### src/rtl/dual_port_ram_fifo_ctrl.sv
// dual_port_ram_fifo_ctrl
//   Synchronous FIFO controller driving a true dual-port RAM. Port A only
//   writes, port B only reads. The controller owns pointers, occupancy count,
//   status flags and read-valid timing; the RAM holds the data and returns
//   read data one cycle after the address is presented.
//
// Ports
//   clk, rst_n          clock (rising edge), async active-low reset
//   flush               synchronous clear of pointers/count/flags
//   wr_en, wr_data      write request and data
//   rd_en               read request
//   rd_data, rd_valid   read data (passthrough of b_outdata) and its qualifier
//   full, empty         count == location / count == 0 (registered)
//   almost_full         count >= af_level (registered)
//   count               words stored
//   overflow/underflow  one-cycle pulse per rejected write/read on full/empty
//   a_*                 RAM port A (write port)
//   b_*                 RAM port B (read port), b_outdata returns RAM data
//
// Handshake: a request is taken at a rising edge when its enable is high and
// the registered flag allows it (wr: not full, rd: not empty) and flush is
// low; a rejected request produces an overflow/underflow pulse instead.
module dual_port_ram_fifo_ctrl #(
    parameter int length   = 4,
    parameter int location = 8,
    parameter int af_level = 6
) (
    input  logic                        clk,
    input  logic                        rst_n,
    input  logic                        flush,
    input  logic                        wr_en,
    input  logic [length-1:0]           wr_data,
    input  logic                        rd_en,
    output logic [length-1:0]           rd_data,
    output logic                        rd_valid,
    output logic                        full,
    output logic                        empty,
    output logic                        almost_full,
    output logic [$clog2(location):0]   count,
    output logic                        overflow,
    output logic                        underflow,
    output logic                        a_rw,
    output logic [$clog2(location)-1:0] a_w_addr,
    output logic [length-1:0]           a_indata,
    output logic [$clog2(location)-1:0] a_r_addr,
    output logic                        b_rw,
    output logic [$clog2(location)-1:0] b_r_addr,
    output logic [$clog2(location)-1:0] b_w_addr,
    output logic [length-1:0]           b_indata,
    input  logic [length-1:0]           b_outdata
);

    localparam int AW = $clog2(location);
    localparam int CW = $clog2(location) + 1;

    logic [AW-1:0] wr_ptr;
    logic [AW-1:0] rd_ptr;
    logic [CW-1:0] count_q;
    logic [CW-1:0] count_nxt;
    logic          wr_acc;
    logic          rd_acc;

    // rst_n gating makes a_rw drop the moment reset asserts, before any edge.
    assign wr_acc = rst_n & wr_en & ~full & ~flush;
    assign rd_acc = rd_en & ~empty & ~flush;

    // RAM drive: port B re-reads rd_ptr every cycle, which is harmless.
    assign a_rw     = wr_acc;
    assign a_w_addr = wr_ptr;
    assign a_indata = wr_data;
    assign a_r_addr = '0;
    assign b_rw     = 1'b0;
    assign b_r_addr = rd_ptr;
    assign b_w_addr = '0;
    assign b_indata = '0;

    assign rd_data = b_outdata;
    assign count   = count_q;

    always_comb begin
        count_nxt = count_q;
        if (flush) begin
            count_nxt = '0;
        end else begin
            case ({wr_acc, rd_acc})
                2'b10:   count_nxt = count_q + CW'(1);
                2'b01:   count_nxt = count_q - CW'(1);
                default: count_nxt = count_q;
            endcase
        end
    end

    // Flags come from count_nxt so they line up with count in the same cycle.
    // Pointers wrap by explicit compare so non-power-of-2 depths work.
    always_ff @(posedge clk or negedge rst_n) begin
        if (!rst_n) begin
            wr_ptr      <= '0;
            rd_ptr      <= '0;
            count_q     <= '0;
            full        <= 1'b0;
            empty       <= 1'b1;
            almost_full <= 1'b0;
            rd_valid    <= 1'b0;
            overflow    <= 1'b0;
            underflow   <= 1'b0;
        end else begin
            count_q     <= count_nxt;
            full        <= (count_nxt == CW'(location));
            empty       <= (count_nxt == '0);
            almost_full <= (count_nxt >= CW'(af_level));
            rd_valid    <= rd_acc;
            overflow    <= wr_en & full & ~flush;
            underflow   <= rd_en & empty & ~flush;
            if (flush) begin
                wr_ptr <= '0;
                rd_ptr <= '0;
            end else begin
                if (wr_acc)
                    wr_ptr <= (wr_ptr == AW'(location - 1)) ? '0 : wr_ptr + AW'(1);
                if (rd_acc)
                    rd_ptr <= (rd_ptr == AW'(location - 1)) ? '0 : rd_ptr + AW'(1);
            end
        end
    end

endmodule

### config.mk
export PLATFORM = sky130hd
export DESIGN_NAME = dual_port_ram_fifo_ctrl
export DESIGN_NICKNAME = d
export VERILOG_FILES = /design/src/rtl/dual_port_ram_fifo_ctrl.sv
export SDC_FILE = /design/constraint.sdc
export NUM_CORES = 1
export LEC_CHECK = 0
export ABC_CLOCK_PERIOD_IN_PS = 5050
export CELL_PAD_IN_SITES_DETAIL_PLACEMENT = 1
export CELL_PAD_IN_SITES_GLOBAL_PLACEMENT = 1
export CORE_MARGIN = 2
export CORE_UTILIZATION = 31
export DETAILED_ROUTE_END_ITERATION = 7
export HOLD_SLACK_MARGIN = 0.12
export PLACE_DENSITY = 0.83
export SLEW_MARGIN = 10
export SYNTH_ARGS = -nofsm -noshare
export SYNTH_HDL_FRONTEND = slang
export SYNTH_SLANG_ARGS = --single-unit
### constraint.sdc
create_clock -name clk -period 5.05 [get_ports clk]
set_clock_uncertainty 0.15 [all_clocks]
set_input_delay 1.515 -clock clk [delete_from_list [all_inputs] [get_ports clk]]
set_output_delay 1.515 -clock clk [all_outputs]
set_load 0.02 [all_outputs]
Figure 1. Routed clock nets over the placement.
Bar = 20 um.
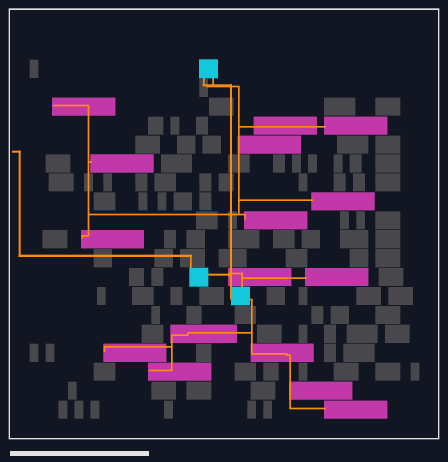
[cyan] clock-net drivers | count: 3
[magenta] flip-flops | count: 16
[orange] clock wires | length: 254 um
routed clock nets	4

Figure 2. Cells coloured by class.
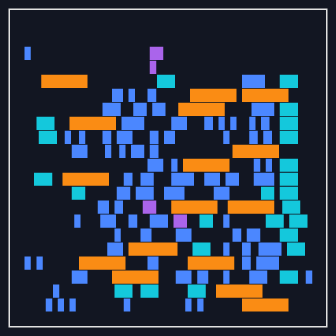
colour	class	cells	share of their area
blue	remaining logic cells	78	43%
orange	registers	16	35%
purple	clock drivers and dummy loads	4	2.3%
cyan	remaining buffers and delay cells	24	20%

==> impl_metrics.env <==
# yosys + openroad results
export IMPL_status="finished clean"
export IMPL_slowest_delay_ns=0.59
export IMPL_die_w_um=61.5
export IMPL_clock_path_buffers=2
export IMPL_via_per_inst=4.67
export IMPL_rrSetupSlack_ns=2.23
export IMPL_dr_wl_met3_um=145
export IMPL_cts_tree="done"
export IMPL_drt_total_wl_mm=2.17
export IMPL_p_clk_uw=73.9
export IMPL_drive_gt1_share_pct=9.02
export IMPL_largest_class="multi-input combinational cells"
export IMPL_combGateArea_um2=479
export IMPL_num_io_pins=49
export IMPL_syn_avg_cell_area_um2=9.67
export IMPL_synthesis_area_mm2=0.00102
export IMPL_htreeDepth=1
export IMPL_dpl_hpwl_mm=1.70
export IMPL_antenna_cells=0
export IMPL_numPlacedInstances=162
export IMPL_overflow=0
export IMPL_period_needed_ns=4.70
export IMPL_pwr_density_cell_mw_per_mm2=220
export IMPL_track_usage_pct=13.1
export IMPL_critPathMaxFanout=7
export IMPL_die_h_um=61.5
export IMPL_cts_root_buf="clkbuf_4"
export IMPL_r2r_cells=10
export IMPL_first_pass_iters=4
export IMPL_ctsResizeCount=0
export IMPL_slew_viol_final=0
export IMPL_hold_buffers=0
export IMPL_ys_seq_share_pct=39.2
export IMPL_p_clk_share_pct=27.6
export IMPL_seq_cells=16
export IMPL_netSwitchingFraction_pct=30.3
export IMPL_top_cell_area_share_pct=36.6
export IMPL_ys_cells=106
export IMPL_drt_initial_drc_count=22
export IMPL_grt_pass1_wl_mm=3.53
export IMPL_dieArea_mm2=0.00378
export IMPL_intPower_uw=186
export IMPL_inverters=4
export IMPL_grt_busiest_layer="met2"
export IMPL_switching_power_uw=81.1
export IMPL_yosys_area_top_type="dfrtp_1"
export IMPL_areaGrowthSynthToFinish_pct=18.6
Figure 3. Wiring heat map.
The die is cut into 12 by 12 equal tiles; dark blue is low, red is high, scaled to the fullest tile. Values are wire area over tile area, all layers added.
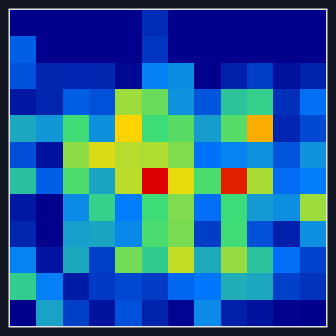
densest ninth of the die	centre
mean over tiles	0.093
nearly empty tiles	20%
emptiest ninth of the die	north-west
fullest tile	0.36
tiles over half the peak	20%

Figure 4. Where the registers sit.
Other sequential cells in the stronger grey, the rest of the logic in the fainter grey.
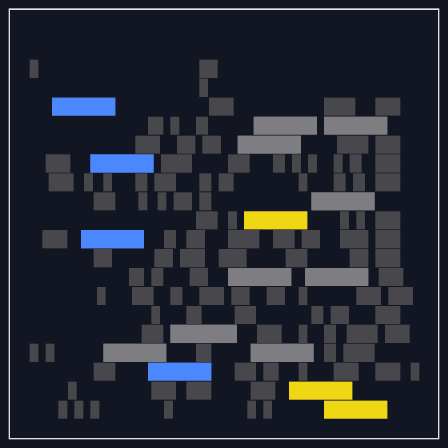
colour	netlist name	flops
blue	count	4
yellow	b_r_addr	3
not coloured	9

## flip-flops by register name, indices dropped and copies added, names as in the netlist
register / flops
a_w_addr: 3
b_r_addr: 3
count: 4
underflow: 1
empty: 1
overflow: 1
rd_valid: 1
full: 1
almost_full: 1
## cells in the mapped netlist (all sizes together)
library cell,count
a31oi,1
o211ai,2
or4b,1
nand4,1
and3b,4
or3b,1
or3,1
o21ai,1
nor3,4
nand4bb,1
inv,4
dfrtp,15
and2,1
xnor2,1
mux2i,2
a21oi,7
dfstp,1
nand3b,1
clkbuf,2
nor3b,1
buf,20
nor2b,1
nand3,2
a41oi,1
conb,1
o311ai,1
ha,6
xor2,1
a311o,1
or4,2
nor2,7
nand2b,1
a21o,2
nand2,8
## stage by stage
stage | total power [mW] | hold WS, ns | setup WS (ns) | util (%)
floorplan | 0.189 | 0.443 | 1.21 | -
global placement | 0.194 | 0.385 | 0.256 | 38.3
detailed placement | 0.196 | 0.407 | 0.270 | 38.3
CTS | 0.272 | 0.421 | 0.355 | 39.2
global route | 0.285 | 0.439 | 0.299 | 39.2
finish | 0.267 | 0.414 | 0.349 | 39.2
## critical path: cells and delay by family
family,cells,cell delay [ns]
simple gates,1,0.29
buf+inv,3,1.23
## logic make-up (layout without fill, tap and decap cells)
| kind of cell | after synthesis | in the layout | share of synthesized area (%) |
|---|---|---|---|
| and+or+nand+nor | 37 | 37 | 21.6 |
| xor gates and xnor gates | 2 | 2 | 1.71 |
| buffers and inverters | 26 | 32 | 17.7 |
| other | 1 | 11 | 0.366 |
| DFF | 16 | 16 | 39.2 |
| AOI/OAI and AO/OA | 16 | 16 | 10.1 |
| muxes | 2 | 2 | 1.95 |
| adders and majority gates | 6 | 6 | 7.33 |
Power figures rest on the tool's default switching activity, not on a simulated workload.
